### config.mk
export PLATFORM = sky130hd
export DESIGN_NAME = mem_port_arbiter
export DESIGN_NICKNAME = d
export VERILOG_FILES = /design/src/rtl/mem_port_arbiter.sv
export SDC_FILE = /design/constraint.sdc
export NUM_CORES = 1
export LEC_CHECK = 0
export CAP_MARGIN = 15
export CORE_ASPECT_RATIO = 0.5
export CORE_MARGIN = 5
export CORE_UTILIZATION = 31
export CTS_BUF_LIST = sky130_fd_sc_hd__clkbuf_2 sky130_fd_sc_hd__clkbuf_4 sky130_fd_sc_hd__clkbuf_8
export CTS_CLUSTER_DIAMETER = 100
export DETAILED_ROUTE_END_ITERATION = 10
export GPL_TIMING_DRIVEN = 0
export PLACE_DENSITY = 0.82
export SLEW_MARGIN = 20
export SYNTH_ARGS = -nofsm -noshare
export SYNTH_HDL_FRONTEND = slang
export SYNTH_SLANG_ARGS = --single-unit
### constraint.sdc
create_clock -name Clock -period 3.1 [get_ports Clock]
set_input_delay 0.465 -clock Clock [delete_from_list [all_inputs] [get_ports Clock]]
set_output_delay 0.465 -clock Clock [all_outputs]
set_load 0.02 [all_outputs]
### src/rtl/mem_port_arbiter.sv
// mem_port_arbiter
//   Shares one memory port between an instruction-fetch requester (I) and a
//   data requester (D). Commands pass through combinationally. D has priority,
//   but I is forced through after STARVE_LIMIT consecutive contended D grants.
//   A stalled grant is locked so the command stays stable until it is taken.
//   Read returns come back in order. A small tag FIFO records the owner of
//   each outstanding read and routes each return to that owner.
// Ports
//   Clock, Reset          : clock, synchronous active-high reset
//   IAddr/IRead           : fetch read request
//   IWaitreq/IReadValid/IReadData : fetch stall and return
//   DAddr/DRead/DWrite/DWriteData : data request (read+write => write)
//   DWaitreq/DReadValid/DReadData : data stall and return
//   MemAddr/MemRead/MemWrite/MemWriteData : shared memory command
//   MemWaitreq/MemReadValid/MemReadData   : memory stall and in-order return
//   ProtoErr              : sticky, set by a return with no outstanding read
module mem_port_arbiter #(
    parameter int WORD_SIZE    = 16,
    parameter int STARVE_LIMIT = 4,
    parameter int TAG_DEPTH    = 4
) (
    input  logic                 Clock,
    input  logic                 Reset,
    input  logic [WORD_SIZE-1:0] IAddr,
    input  logic                 IRead,
    output logic                 IWaitreq,
    output logic                 IReadValid,
    output logic [WORD_SIZE-1:0] IReadData,
    input  logic [WORD_SIZE-1:0] DAddr,
    input  logic                 DRead,
    input  logic                 DWrite,
    input  logic [WORD_SIZE-1:0] DWriteData,
    output logic                 DWaitreq,
    output logic                 DReadValid,
    output logic [WORD_SIZE-1:0] DReadData,
    output logic [WORD_SIZE-1:0] MemAddr,
    output logic                 MemRead,
    output logic                 MemWrite,
    output logic [WORD_SIZE-1:0] MemWriteData,
    input  logic                 MemWaitreq,
    input  logic                 MemReadValid,
    input  logic [WORD_SIZE-1:0] MemReadData,
    output logic                 ProtoErr
);
    localparam int PW = (TAG_DEPTH > 1) ? $clog2(TAG_DEPTH) : 1;
    localparam int CW = $clog2(TAG_DEPTH + 1);

    logic [TAG_DEPTH-1:0] tag_q, tag_d;
    logic [PW-1:0]        rd_ptr_q, rd_ptr_d, wr_ptr_q, wr_ptr_d;
    logic [CW-1:0]        cnt_q, cnt_d;
    logic                 lock_q, lock_d, lock_own_q, lock_own_d;  // own: 1 = D
    logic [2:0]           starve_q, starve_d;
    logic                 perr_q, perr_d;

    logic full, empty, d_req, i_ok, d_ok, gnt_i, gnt_d;
    logic i_acc, d_acc, push, pop, head;

    function automatic logic [PW-1:0] ptr_inc(input logic [PW-1:0] p);
        return (p == PW'(TAG_DEPTH - 1)) ? '0 : p + 1'b1;
    endfunction

    assign full  = (cnt_q == CW'(TAG_DEPTH));
    assign empty = (cnt_q == '0);
    assign d_req = DRead | DWrite;
    // Reads are only eligible while the FIFO has room for their tag.
    assign i_ok  = IRead & ~full;
    assign d_ok  = DWrite | (DRead & ~full);

    always_comb begin
        gnt_i = 1'b0;
        gnt_d = 1'b0;
        if (!Reset) begin
            if (lock_q && !lock_own_q && i_ok)      gnt_i = 1'b1;
            else if (lock_q && lock_own_q && d_ok)  gnt_d = 1'b1;
            else if (i_ok && d_ok) begin
                if (starve_q == 3'(STARVE_LIMIT))   gnt_i = 1'b1;
                else                                gnt_d = 1'b1;
            end
            else if (i_ok)                          gnt_i = 1'b1;
            else if (d_ok)                          gnt_d = 1'b1;
        end
    end

    always_comb begin
        MemAddr      = '0;
        MemRead      = 1'b0;
        MemWrite     = 1'b0;
        MemWriteData = '0;
        if (gnt_i) begin
            MemAddr = IAddr;
            MemRead = 1'b1;
        end else if (gnt_d) begin
            MemAddr      = DAddr;
            MemWrite     = DWrite;
            MemRead      = ~DWrite;
            MemWriteData = DWriteData;
        end
    end

    // A requesting loser (including a read blocked by a full FIFO) stalls.
    assign IWaitreq = Reset | (gnt_i ? MemWaitreq : IRead);
    assign DWaitreq = Reset | (gnt_d ? MemWaitreq : d_req);

    assign i_acc = gnt_i & ~MemWaitreq;
    assign d_acc = gnt_d & ~MemWaitreq;
    assign push  = i_acc | (d_acc & ~DWrite);
    assign pop   = MemReadValid & ~empty & ~Reset;
    assign head  = tag_q[rd_ptr_q];

    assign IReadValid = pop & ~head;
    assign DReadValid = pop & head;
    assign IReadData  = IReadValid ? MemReadData : '0;
    assign DReadData  = DReadValid ? MemReadData : '0;
    assign ProtoErr   = perr_q;

    always_comb begin
        tag_d    = tag_q;
        wr_ptr_d = push ? ptr_inc(wr_ptr_q) : wr_ptr_q;
        rd_ptr_d = pop  ? ptr_inc(rd_ptr_q) : rd_ptr_q;
        cnt_d    = cnt_q + CW'(push) - CW'(pop);
        if (push) tag_d[wr_ptr_q] = gnt_d;
        // Lock holds while the granted port is stalled; dropping the request
        // or being accepted both leave it clear next cycle.
        lock_d     = (gnt_i | gnt_d) & MemWaitreq;
        lock_own_d = gnt_d;
        starve_d   = starve_q;
        if (i_acc)
            starve_d = '0;
        else if (d_acc && IRead && starve_q != 3'(STARVE_LIMIT))
            starve_d = starve_q + 3'd1;
        perr_d = perr_q | (MemReadValid & empty);
    end

    always_ff @(posedge Clock) begin
        if (Reset) begin
            tag_q      <= '0;
            rd_ptr_q   <= '0;
            wr_ptr_q   <= '0;
            cnt_q      <= '0;
            lock_q     <= 1'b0;
            lock_own_q <= 1'b0;
            starve_q   <= '0;
            perr_q     <= 1'b0;
        end else begin
            tag_q      <= tag_d;
            rd_ptr_q   <= rd_ptr_d;
            wr_ptr_q   <= wr_ptr_d;
            cnt_q      <= cnt_d;
            lock_q     <= lock_d;
            lock_own_q <= lock_own_d;
            starve_q   <= starve_d;
            perr_q     <= perr_d;
        end
    end
endmodule

### Congestion heat map, run 1

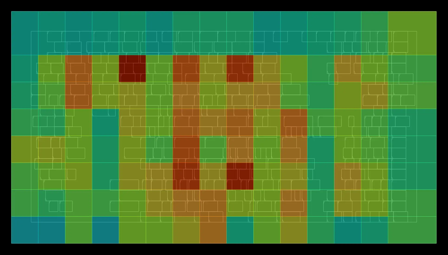
most used routing layer in global routing: met2
met3 Track Usage GR: 5.550%
routing usage on met1: 19.46%
met2 usage: 31.41%

### The metal 1 layer, run 1

The bar under the picture is 20 µm long.
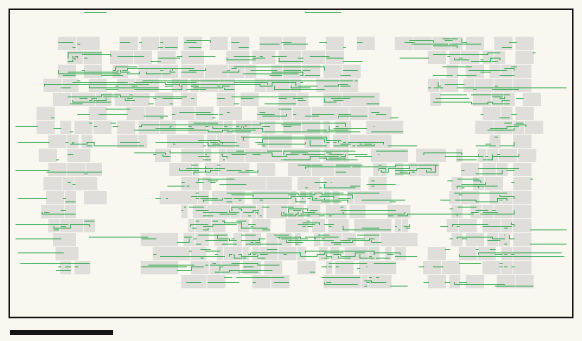
main direction: horizontal
longest straight run: 40.7 µm
wire length on this layer: 2220 µm
nets with wire on the layer: 342
share of all routed wire: 36%
via count: 1886
total wire length: 6091 µm

### Met2 routing, run 1

The bar under the picture is 20 µm long.
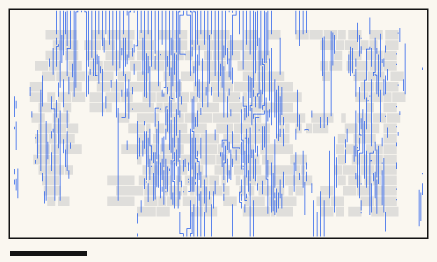
main direction: vertical
nets with wire on the layer: 356

run 1: synthesized netlist by cell type (2+ instances only):
cell	instances	area share (%)
and2_1	33	14
and3_1	17	7.0
dfxtp_1	17	22
a22o_1	16	9.2
nor2_1	12	3.0
inv_1	11	2.7
ha_1	9	7.4
mux2i_1	8	5.3
o211ai_1	7	3.5
nand2_1	5	1.2
nor3_1	5	1.6
clkbuf_1	4	0.99
nor2b_1	4	1.6
buf_2	3	0.99
a21oi_1	2	0.66
buf_6	2	1.5
mux2_2	2	1.5
nor3_2	2	1.3
xnor2_1	2	1.2
run 1: sequential cells by signal, indices dropped and copies added (netlist names):
register,flops
tag_q,4
ProtoErr,1
lock_q,1
cnt_q,3
rd_ptr_q,2
starve_q,3
lock_own_q,1
wr_ptr_q,2
run 1: path summary, 6_finish.rpt:
check | from | end | slack [ns] | depth (start not counted)
setup / recovery | Reset | DWaitreq | 0.12 | 5
hold / removal | tag_q[0] | tag_q[0] | 0.47 | 2
setup reg to reg | starve_q[0] | cnt_q[2] | 0.38 | 12
hold reg to reg | tag_q[0] | tag_q[0] | 0.47 | 2
run 1: power groups by stage:
stage / Clock (W) / Sequential (W) / Combinational [W]
2_1_floorplan: 0 / 0.000292 / 0.000393
3_3_place_gp: 0 / 0.000293 / 0.000702
3_5_place_dp: 0 / 0.000296 / 0.000722
4_1_cts: 0.000169 / 0.000292 / 0.000737
5_1_grt: 0.000189 / 0.000299 / 0.000792
6_report: 0.000171 / 0.000292 / 0.000729
run 1: stage by stage:
stage,util [%],instances,area [µm²],hold slack (ns)
floorplan,-,181,1519,0.4353
global placement,62.33,392,3018,0.4493
detailed placement,62.33,392,3018,0.4598
CTS,64.03,397,3100,0.4724
global route,65.74,397,3183,0.4927
finish,65.74,397,3183,0.4730
==> results.sh, run 1 <==
# physical design summary
export IMPL_cts_buffers=3
export IMPL_ys_types=39
export IMPL_antenna_found_initial=0
export IMPL_warning_count=30
export IMPL_die_h_um=59.50
export IMPL_netSwitchingFraction_pct=39.84
export IMPL_cts_sinks=17
export IMPL_status="finished, final reports clean"
export IMPL_p_comb_share_pct=61.2
export IMPL_max_slew_margin_pct=47.11
export IMPL_cts_root_buf="clkbuf_8"
export IMPL_avgViaCountPerCell=4.751
export IMPL_fillCellCount=383
export IMPL_antenna_diode_count=0
export IMPL_period_used_pct=95.97
export IMPL_die_x_um=109.0
export IMPL_power_clock_fraction_pct=14.3
export IMPL_seq_cell_share_pct=10.69
export IMPL_logic_gate_count=143
export IMPL_required_ns=2.63
export IMPL_grt_use_total_pct=17.23
export IMPL_critical_path_buf_inv_count=4
export IMPL_cpMostUsedCell="clkdlybuf4s50_1"
export IMPL_clockBufferDepth=2
export IMPL_synth_area_per_cell_um2=8.392
export IMPL_edf_count=0
export IMPL_setup_worst_path_class="primary input to output pin"
export IMPL_comb_cell_share_pct=35.18
export IMPL_worst_pin_slew_ns=0.7916
export IMPL_setup_violations_final=0
export IMPL_post_cts_resized=8
export IMPL_intPower_w=0.0007168
export IMPL_largest_cell_class="buffers"
export IMPL_rsz0062_at_grt="false"
export IMPL_cp_arrival_ns=2.51
export IMPL_hold_buffers=0
export IMPL_lay_top_cells="clkdlybuf4s50_1, and2_1, dlymetal6s2s_1"
export IMPL_slowest_delay_ns=0.79
export IMPL_p_leak_nw=1.731
export IMPL_n_all_inverters=12
export IMPL_synthesis_nets=262
export IMPL_met1_length_um=2220
export IMPL_synth_xor_area_share_pct=1.153
export IMPL_lay_top_count="clkdlybuf4s50_1"
export IMPL_htreeDepth=1
export IMPL_place_ws_ns=-0.1781
export IMPL_maxCapViolations=0
export IMPL_clkbuf_count=3
export IMPL_rows=18
export IMPL_seq_area_frac_synth_pct=22.41
export IMPL_async_reset_ff_share_pct=0
export IMPL_path_max_fanout=10
export IMPL_seq_cell_count=17
export IMPL_met2_length_um=3070
export IMPL_power_switching_w=0.0004748
export IMPL_power_share_sequential_pct=24.5
export IMPL_antenna_left=0
export IMPL_drive_gt1_share_pct=8.257
export IMPL_end_kind="output pin"
export IMPL_top_layer="met4"
export IMPL_drv_slew=0
export IMPL_cp_slowest_cell="clkdlybuf4s50_1"
export IMPL_first_pass_iters=4
export IMPL_hp_class="flip-flop to flip-flop"
export IMPL_io_pins=142
export IMPL_grt_max_degree=11
export IMPL_simple_gate_area_share_pct=33.61
export IMPL_syn_inst=181
export IMPL_core_area_mm2=0.004842
export IMPL_syn_area_mm2=0.001519
export IMPL_synth_top_flop_cell="dfxtp_1"
export IMPL_cts_setup_buffers=1
export IMPL_ys_flops=17
export IMPL_nets=409
export IMPL_period_minus_slack_ns=2.975
export IMPL_skew_ns=0.003080
export IMPL_ys_warn_count=0
export IMPL_fmax_mhz=336.1
export IMPL_buf_share_pct=48.43
==> inputs of run 2 (changes only) <==
==> constraint.sdc (replaced) <==
create_clock -name Clock -period 2.8 [get_ports Clock]
set_input_delay 0.42 -clock Clock [delete_from_list [all_inputs] [get_ports Clock]]
set_output_delay 0.42 -clock Clock [all_outputs]
set_load 0.02 [all_outputs]
### Congestion heat map, run 2

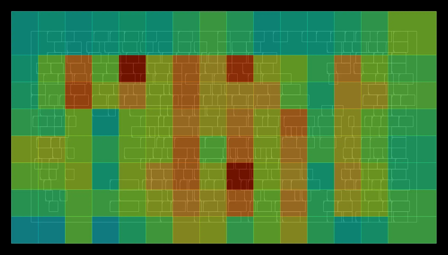
met2 usage: 32.02%
Final Core Density: 64.81%

==> results.sh, run 2 <==
# physical design summary
export IMPL_synth_xor_area_share_pct=1.153
export IMPL_fin_area_mm2=0.003138
export IMPL_holdPathStages=1
export IMPL_clockBufferDepth=2
export IMPL_synthesis_nets=262
export IMPL_reg_top3="tag_q x4, cnt_q x3, starve_q x3"
export IMPL_wl_um=6174
export IMPL_netSwitchingFraction_pct=40.68
export IMPL_htreeDepth=1
export IMPL_cp_arrival_ns=2.84
export IMPL_top_cell="and2_1"
export IMPL_seq_area_frac_synth_pct=22.41
export IMPL_period_used_pct=96.66
export IMPL_hold_path_end="starve_q[0]"
export IMPL_hp_class="flip-flop to flip-flop"
export IMPL_cts_buffers=3
export IMPL_cp_startpoint="starve_q[0]"
export IMPL_synth_area_per_cell_um2=8.392
export IMPL_hold_start="starve_q[0]"
export IMPL_power_clock_fraction_pct=13.9
export IMPL_syn_inst=181
export IMPL_drive_gt1_share_pct=14.11
export IMPL_die_x_um=109.0
export IMPL_syn_area_mm2=0.001519
export IMPL_cts_sinks=17
export IMPL_core_area_mm2=0.004842
export IMPL_period_minus_slack_ns=2.707
export IMPL_synthTopCellsByArea="dfxtp_1, and2_1, a22o_1"
export IMPL_max_slew_margin_pct=60.69
export IMPL_r2r_slack_ns=0.09
export IMPL_power_switching_w=0.0005395
export IMPL_whs_ns=0.4630
export IMPL_cts_root_buf="clkbuf_8"
export IMPL_first_pass_iters=4
export IMPL_rsz0062_at_grt="true"
export IMPL_grt_max_degree=11
export IMPL_grt_use_total_pct=17.34
export IMPL_worst_r2r_path_depth=12
export IMPL_num_vias=1935
export IMPL_path_max_fanout=4
export IMPL_intPower_w=0.0007866
export IMPL_required_ns=2.93
export IMPL_drv_slew=0
export IMPL_synth_top_area_share_pct=22.41
export IMPL_p_comb_share_pct=60.7
export IMPL_ys_types=39
export IMPL_rows=18
export IMPL_lay_top_cells="clkdlybuf4s50_1, and2_1, dlygate4sd2_1"
export IMPL_io_pins=142
export IMPL_power_share_sequential_pct=25.4
export IMPL_async_reset_ff_share_pct=0
export IMPL_nets=415
export IMPL_avgViaCountPerCell=4.801
export IMPL_critPathCapture="cnt_q[2]"
export IMPL_synth_top_flop_cell="dfxtp_1"
export IMPL_fmax_mhz=369.5
export IMPL_lay_top_count="clkdlybuf4s50_1"
export IMPL_yosys_top_cells_count="and2_1, and3_1, dfxtp_1"
export IMPL_antenna_diode_count=0
export IMPL_status="finished, final reports clean"
export IMPL_end_kind="flip-flop"
-- run 2: critical path: stages (launching register included) --
cell,delay [ns]
dfxtp_2,0.35
inv_1,0.04
ha_1,0.20
and3b_2,0.25
o31a_1,0.35
o21ai_2,0.22
ha_1,0.17
inv_1,0.04
ha_1,0.18
fa_1,0.41
xnor2_2,0.15
xnor2_1,0.15
nor2_1,0.05
-- run 2: timing repair --
| action | 4_1_cts | 5_1_grt |
|---|---|---|
| setup endpoints to repair | 60 | 41 |
| resized | 46 | 42 |
| pin swaps | 3 | 2 |
| buffers inserted | 5 | 2 |
-- run 2: cell type report --
cell class / count / area, µm²
Timing Repair Buffer: 148 / 1416
Sequential cell: 17 / 344.1
Tap cell: 70 / 87.58
Clock buffer: 3 / 41.29
Fill cell: 398 / 1704
Clock inverter: 1 / 5.005
Buffer: 9 / 53.80
Inverter: 12 / 47.55
Multi-Input combinational cell: 143 / 1142
-- run 2: power by group through the flow --
stage               Combinational [W]  Clock [W]  Sequential [W]
detailed placement           0.000799          0        0.000328
CTS                          0.000787   0.000187        0.000323
global route                 0.000874   0.000202        0.000344
global placement             0.000777          0        0.000324
floorplan                    0.000435          0        0.000323
finish                       0.000806   0.000184        0.000336
-- run 2: layer usage --
layer	track usage, %	vias up	wire (µm)
met5	0	-	0
met4	3.417	0	77
met3	5.223	10	672
met2	32.02	93	3148
li1	-	953	-
met1	20.12	879	2276
-- run 2: metrics by stage --
step	util (%)	TNS [ns]	setup slack, ns
global placement	62.33	-6.481	-0.3997
CTS	63.85	0	0.005572
finish	64.81	0	0.09343
global route	64.81	-0.1096	-0.1096
detailed placement	62.33	-7.508	-0.3881
floorplan	-	0	0.3616
No activity file was given, so power comes from the tool's default toggle rates.
